`src/rtl/msg_ctrl_pkg.sv`:
```
// -----------------------------------------------------------------------------
// msg_ctrl_pkg
// Shared types and constants for the outbound message controller.
//   state_t            : controller states (COLLECT, SEND, RELEASE)
//   ASCII_DEL          : character code that removes the last buffered byte
//   ASCII_SPACE        : printable space, lowest ordinary character of interest
//   MSG_BYTES_DEFAULT  : default message length in bytes
// -----------------------------------------------------------------------------
package msg_ctrl_pkg;

    typedef enum logic [1:0] {
        COLLECT = 2'd0,
        SEND    = 2'd1,
        RELEASE = 2'd2
    } state_t;

    localparam logic [7:0] ASCII_DEL         = 8'd127;
    localparam logic [7:0] ASCII_SPACE       = 8'd32;
    localparam int         MSG_BYTES_DEFAULT = 16;

endpackage

```
`src/rtl/sync_nff.sv`:
```
// -----------------------------------------------------------------------------
// sync_nff
// N-stage flip-flop synchronizer for a single asynchronous level.
// Ports:
//   clock : destination clock
//   reset : asynchronous, active-high; clears every stage
//   d     : asynchronous input level
//   q     : synchronized level, SYNC_STAGES clocks of latency
// -----------------------------------------------------------------------------
module sync_nff #(
    parameter int SYNC_STAGES = 2
) (
    input  logic clock,
    input  logic reset,
    input  logic d,
    output logic q
);

    logic [SYNC_STAGES-1:0] chain;

    // NOTE: clocked state is always updated with non-blocking assignments so
    // every stage samples the value its neighbour held before the edge.
    always_ff @(posedge clock or posedge reset) begin
        if (reset) begin
            chain <= '0;
        end else begin
            chain[0] <= d;
            for (int i = 1; i < SYNC_STAGES; i++) begin
                chain[i] <= chain[i-1];
            end
        end
    end

    assign q = chain[SYNC_STAGES-1];

endmodule

```
`src/rtl/msg_tx_controller.sv`:
```
// -----------------------------------------------------------------------------
// msg_tx_controller
// Collects ASCII characters into a MSG_BYTES message buffer (with delete), and
// on a send request -- or automatically when the buffer fills -- runs the
// data_ready / write_done handshake towards gpio_protocol.
// Ports:
//   clock       : system clock
//   reset       : asynchronous, active-high
//   char_valid  : one-cycle strobe, char_data valid
//   char_data   : ASCII character, 8'd127 = delete
//   send_req    : one-cycle strobe, transmit current buffer
//   write_done  : asynchronous level from gpio_protocol, high = transfer done
//   message_out : packed buffer, byte 0 in the most significant byte
//   data_ready  : registered transfer request
//   char_count  : bytes held, 0..MSG_BYTES
//   busy        : high whenever not collecting
//   dropped     : one-cycle pulse when a character or delete is discarded
//   timeout     : one-cycle pulse when a send is abandoned
// -----------------------------------------------------------------------------
module msg_tx_controller
    import msg_ctrl_pkg::*;
#(
    parameter int MSG_BYTES      = MSG_BYTES_DEFAULT,
    parameter bit AUTO_SEND      = 1'b1,
    parameter int TIMEOUT_CYCLES = 1024,
    parameter int SYNC_STAGES    = 2
) (
    input  logic                             clock,
    input  logic                             reset,
    input  logic                             char_valid,
    input  logic [7:0]                       char_data,
    input  logic                             send_req,
    input  logic                             write_done,
    output logic [8*MSG_BYTES-1:0]           message_out,
    output logic                             data_ready,
    output logic [$clog2(MSG_BYTES+1)-1:0]   char_count,
    output logic                             busy,
    output logic                             dropped,
    output logic                             timeout
);

    localparam int CNT_W = $clog2(MSG_BYTES + 1);
    localparam int TMR_W = (TIMEOUT_CYCLES > 1) ? $clog2(TIMEOUT_CYCLES) : 1;

    state_t           state, state_nxt;
    logic [7:0]       buf_q [MSG_BYTES];
    logic [7:0]       buf_d [MSG_BYTES];
    logic [CNT_W-1:0] count_q, count_d;
    logic [TMR_W-1:0] tmr_q, tmr_d;
    logic             full_hit;
    logic             dropped_d, timeout_d;
    logic             wd_s;

    sync_nff #(.SYNC_STAGES(SYNC_STAGES)) u_wd_sync (
        .clock (clock),
        .reset (reset),
        .d     (write_done),
        .q     (wd_s)
    );

    // NOTE: every signal written here gets a default first, so no path through
    // the case statement can leave one unassigned and infer a latch.
    always_comb begin
        state_nxt = state;
        buf_d     = buf_q;
        count_d   = count_q;
        tmr_d     = tmr_q;
        full_hit  = 1'b0;
        dropped_d = 1'b0;
        timeout_d = 1'b0;

        case (state)
            COLLECT: begin
                tmr_d = '0;
                if (char_valid) begin
                    if (char_data == ASCII_DEL) begin
                        if (count_q != '0) begin
                            count_d = count_q - 1'b1;
                            for (int i = 0; i < MSG_BYTES; i++) begin
                                if (CNT_W'(i) == count_d) buf_d[i] = 8'h00;
                            end
                        end
                    end else if (count_q < CNT_W'(MSG_BYTES)) begin
                        count_d = count_q + 1'b1;
                        for (int i = 0; i < MSG_BYTES; i++) begin
                            if (CNT_W'(i) == count_q) buf_d[i] = char_data;
                        end
                        full_hit = AUTO_SEND && (count_d == CNT_W'(MSG_BYTES));
                    end else begin
                        dropped_d = 1'b1;
                    end
                end
                // The character is applied first; a send only proceeds if
                // the resulting buffer is non-empty.
                if ((send_req && count_d != '0) || full_hit) begin
                    state_nxt = SEND;
                end
            end

            SEND: begin
                dropped_d = char_valid;
                if (wd_s) begin
                    state_nxt = RELEASE;
                end else if (tmr_q == TMR_W'(TIMEOUT_CYCLES - 1)) begin
                    timeout_d = 1'b1;
                    state_nxt = COLLECT;
                end else begin
                    tmr_d = tmr_q + 1'b1;
                end
            end

            RELEASE: begin
                dropped_d = char_valid;
                // Wait for the link to drop done before reusing the buffer.
                if (!wd_s) begin
                    for (int i = 0; i < MSG_BYTES; i++) buf_d[i] = 8'h00;
                    count_d   = '0;
                    state_nxt = COLLECT;
                end
            end

            default: state_nxt = COLLECT;
        endcase
    end

    // NOTE: the buffer is a handful of flops, not a RAM, so it is reset along
    // with the rest of the state and message_out reads as zero after reset.
    always_ff @(posedge clock or posedge reset) begin
        if (reset) begin
            state      <= COLLECT;
            count_q    <= '0;
            tmr_q      <= '0;
            data_ready <= 1'b0;
            dropped    <= 1'b0;
            timeout    <= 1'b0;
            for (int i = 0; i < MSG_BYTES; i++) buf_q[i] <= 8'h00;
        end else begin
            state      <= state_nxt;
            count_q    <= count_d;
            tmr_q      <= tmr_d;
            data_ready <= (state_nxt == SEND);
            dropped    <= dropped_d;
            timeout    <= timeout_d;
            for (int i = 0; i < MSG_BYTES; i++) buf_q[i] <= buf_d[i];
        end
    end

    for (genvar g = 0; g < MSG_BYTES; g++) begin : g_pack
        assign message_out[8*(MSG_BYTES-g)-1 -: 8] = buf_q[g];
    end

    assign char_count = count_q;
    assign busy       = (state != COLLECT);

endmodule

```
`config.mk`:
```
export PLATFORM = sky130hd
export DESIGN_NAME = msg_tx_controller
export DESIGN_NICKNAME = d
export VERILOG_FILES = /design/src/rtl/msg_ctrl_pkg.sv /design/src/rtl/sync_nff.sv /design/src/rtl/msg_tx_controller.sv
export SDC_FILE = /design/constraint.sdc
export NUM_CORES = 1
export LEC_CHECK = 0
export CORE_ASPECT_RATIO = 1.1
export CORE_MARGIN = 1
export CORE_UTILIZATION = 45
export CTS_BUF_LIST = sky130_fd_sc_hd__clkbuf_2
export CTS_CLUSTER_SIZE = 12
export DETAILED_ROUTE_END_ITERATION = 10
export GPL_ROUTABILITY_DRIVEN = 0
export PLACE_DENSITY = 0.74
export SLEW_MARGIN = 25
export SYNTH_ARGS = -nofsm -noshare
export SYNTH_HDL_FRONTEND = slang
export SYNTH_SLANG_ARGS = --single-unit
```
`constraint.sdc`:
```
create_clock -name clock -period 5.5 [get_ports clock]
set_input_delay 1.1 -clock clock [delete_from_list [all_inputs] [get_ports clock]]
set_output_delay 1.1 -clock clock [all_outputs]
set_load 0.03 [all_outputs]
```
Figure 1. Pin placement.
Pins as bars across the die edge, other pins in gray.
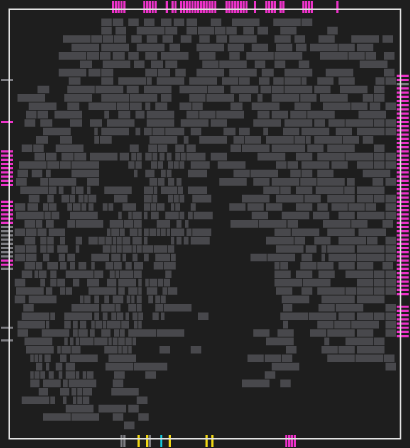
- `message_out`: magenta (pins 128; direction output; edge 60 right, 46 top, 18 left, 4 bottom)
- `char_valid`: cyan (pins 1; direction input; edge bottom)
- `char_count`: yellow (pins 5; direction output; edge bottom)
- all pins by edge: 61 right, 46 top, 30 left, 13 bottom
Die Ht: 139 µm
port buffer count: 149
die x size: 126 µm

Figure 2. Routed clock nets over the placement.
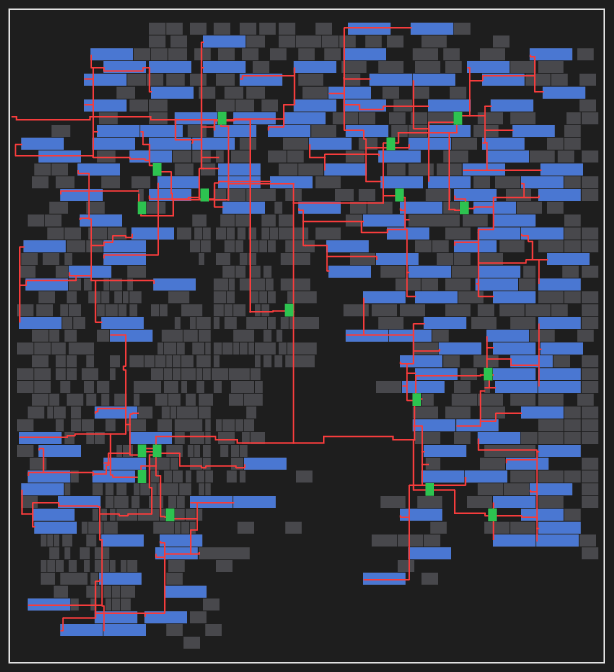
- flip-flops: blue (count 150)
- clock wires: red (length 1,800 µm)
- clock-net drivers: green (count 17)
- flops lie: all over the die

==> Slide: Implementation Results <==
Physical Implementation Snapshot

Final layout
  – Nets: 741
  – Utilization after layout: 0.562
  – #MultiIn Comb: 379
  – Post-Layout Inst Area: 9270 µm²
  – Post-Layout Cell Count: 929
  – Ant. Diodes: 0
  – Most frequent logic cells in the routed design: dfrtp_1 (150), clkdlybuf4s50_1 (149), mux2_4 (80)
  – Number of sequential cells: 150
  – Share of layout cells above drive strength 1: 0.185
  – Reg area: 3750 µm²
  – Comb/total area: 0.371

Final timing
  – Final worst slack: 1.38 ns
  – RSZ-0062 raised after global routing: no
  – Skew final: 0.0451 ns
  – Minimum clock period: 4.12 ns
  – Fin. Hold Viols: 0
  – Least-Margin Pin Slew: 0.983 ns
  – Final Setup Violations: 0

Power and ir drop
  – Internal power: 3.68 mW
  – Clk pwr share: 0.099
  – Leakage: 4.10 nW
  – Pwr dens: 714 nW/µm²
  – Peak supply drop: 0.332 mV
  – Comb pwr share: 0.601
  – Net Sw Frac: 0.444
  – Net switching power: 2.94 mW

Logic synthesis
  – Post-synthesis sequential area ratio: 0.492
  – Floorplan Nets: 620
  – Mapped Area: 7630 µm²
  – YS warnings: 0
  – Commonest flop: dfrtp_1
  – Synth logic family: multiplexers
  – Simple-Gate Area Share: 0.0908
  – Count leader, synth: dfrtp_1
  – Mapped Cells: 594
  – Area leader share: 0.492
  – Seq cells post-synth: 150
  – Distinct lib cells: 66
  – Yosys synthesis chip area: 7630 µm²
  – Compound Share, Synth: 0.111
  – Most common library cells after synthesis: dfrtp_1 (150), mux2_4 (80), mux2_1 (40), nand3_1 (32), clkbuf_1 (28)

Global routing
  – Initial antenna violation count: 0
  – GRT overflow: 0
  – First-pass GRT wire length: 31.0 mm
  – Largest net degree at the start of global routing: 74
  – GRT met3 Usage: 0.0444

Setup path
  – RR Startpoint: char_count[0]
  – Worst Setup SP: state[0]
  – Crit path to: busy
  – Crit-path max cell delay: 0.78 ns
  – FF-to-FF End: message_out[88]
  – CP Data Required Time: 4.40 ns

Routing
  – Met3 wire length: 1.01 mm
  – DRC Markers: 0
  – Routed wl met2: 9.18 mm
  – Max Used Layer: met4

Job
  – OpenROAD warnings: 35

Placement
  – Post-DP Area: 9030 µm²
  – Final HPWL DP: 12.9 mm

Clock network
  – CTS Buf Count: 17
  – Clock Tree Buf Depth: 2
  – Num Clock Sinks: 150
  – Cts hold-fix bufs: 0

Status
  – Status: finished clean

Worst hold path
  – WHS Endpoint: u_wd_sync.chain[1]

Floorplanning
  – N_taps: 204
  – Number of core rows: 49
No activity file was given, so power comes from the tool's default toggle rates.
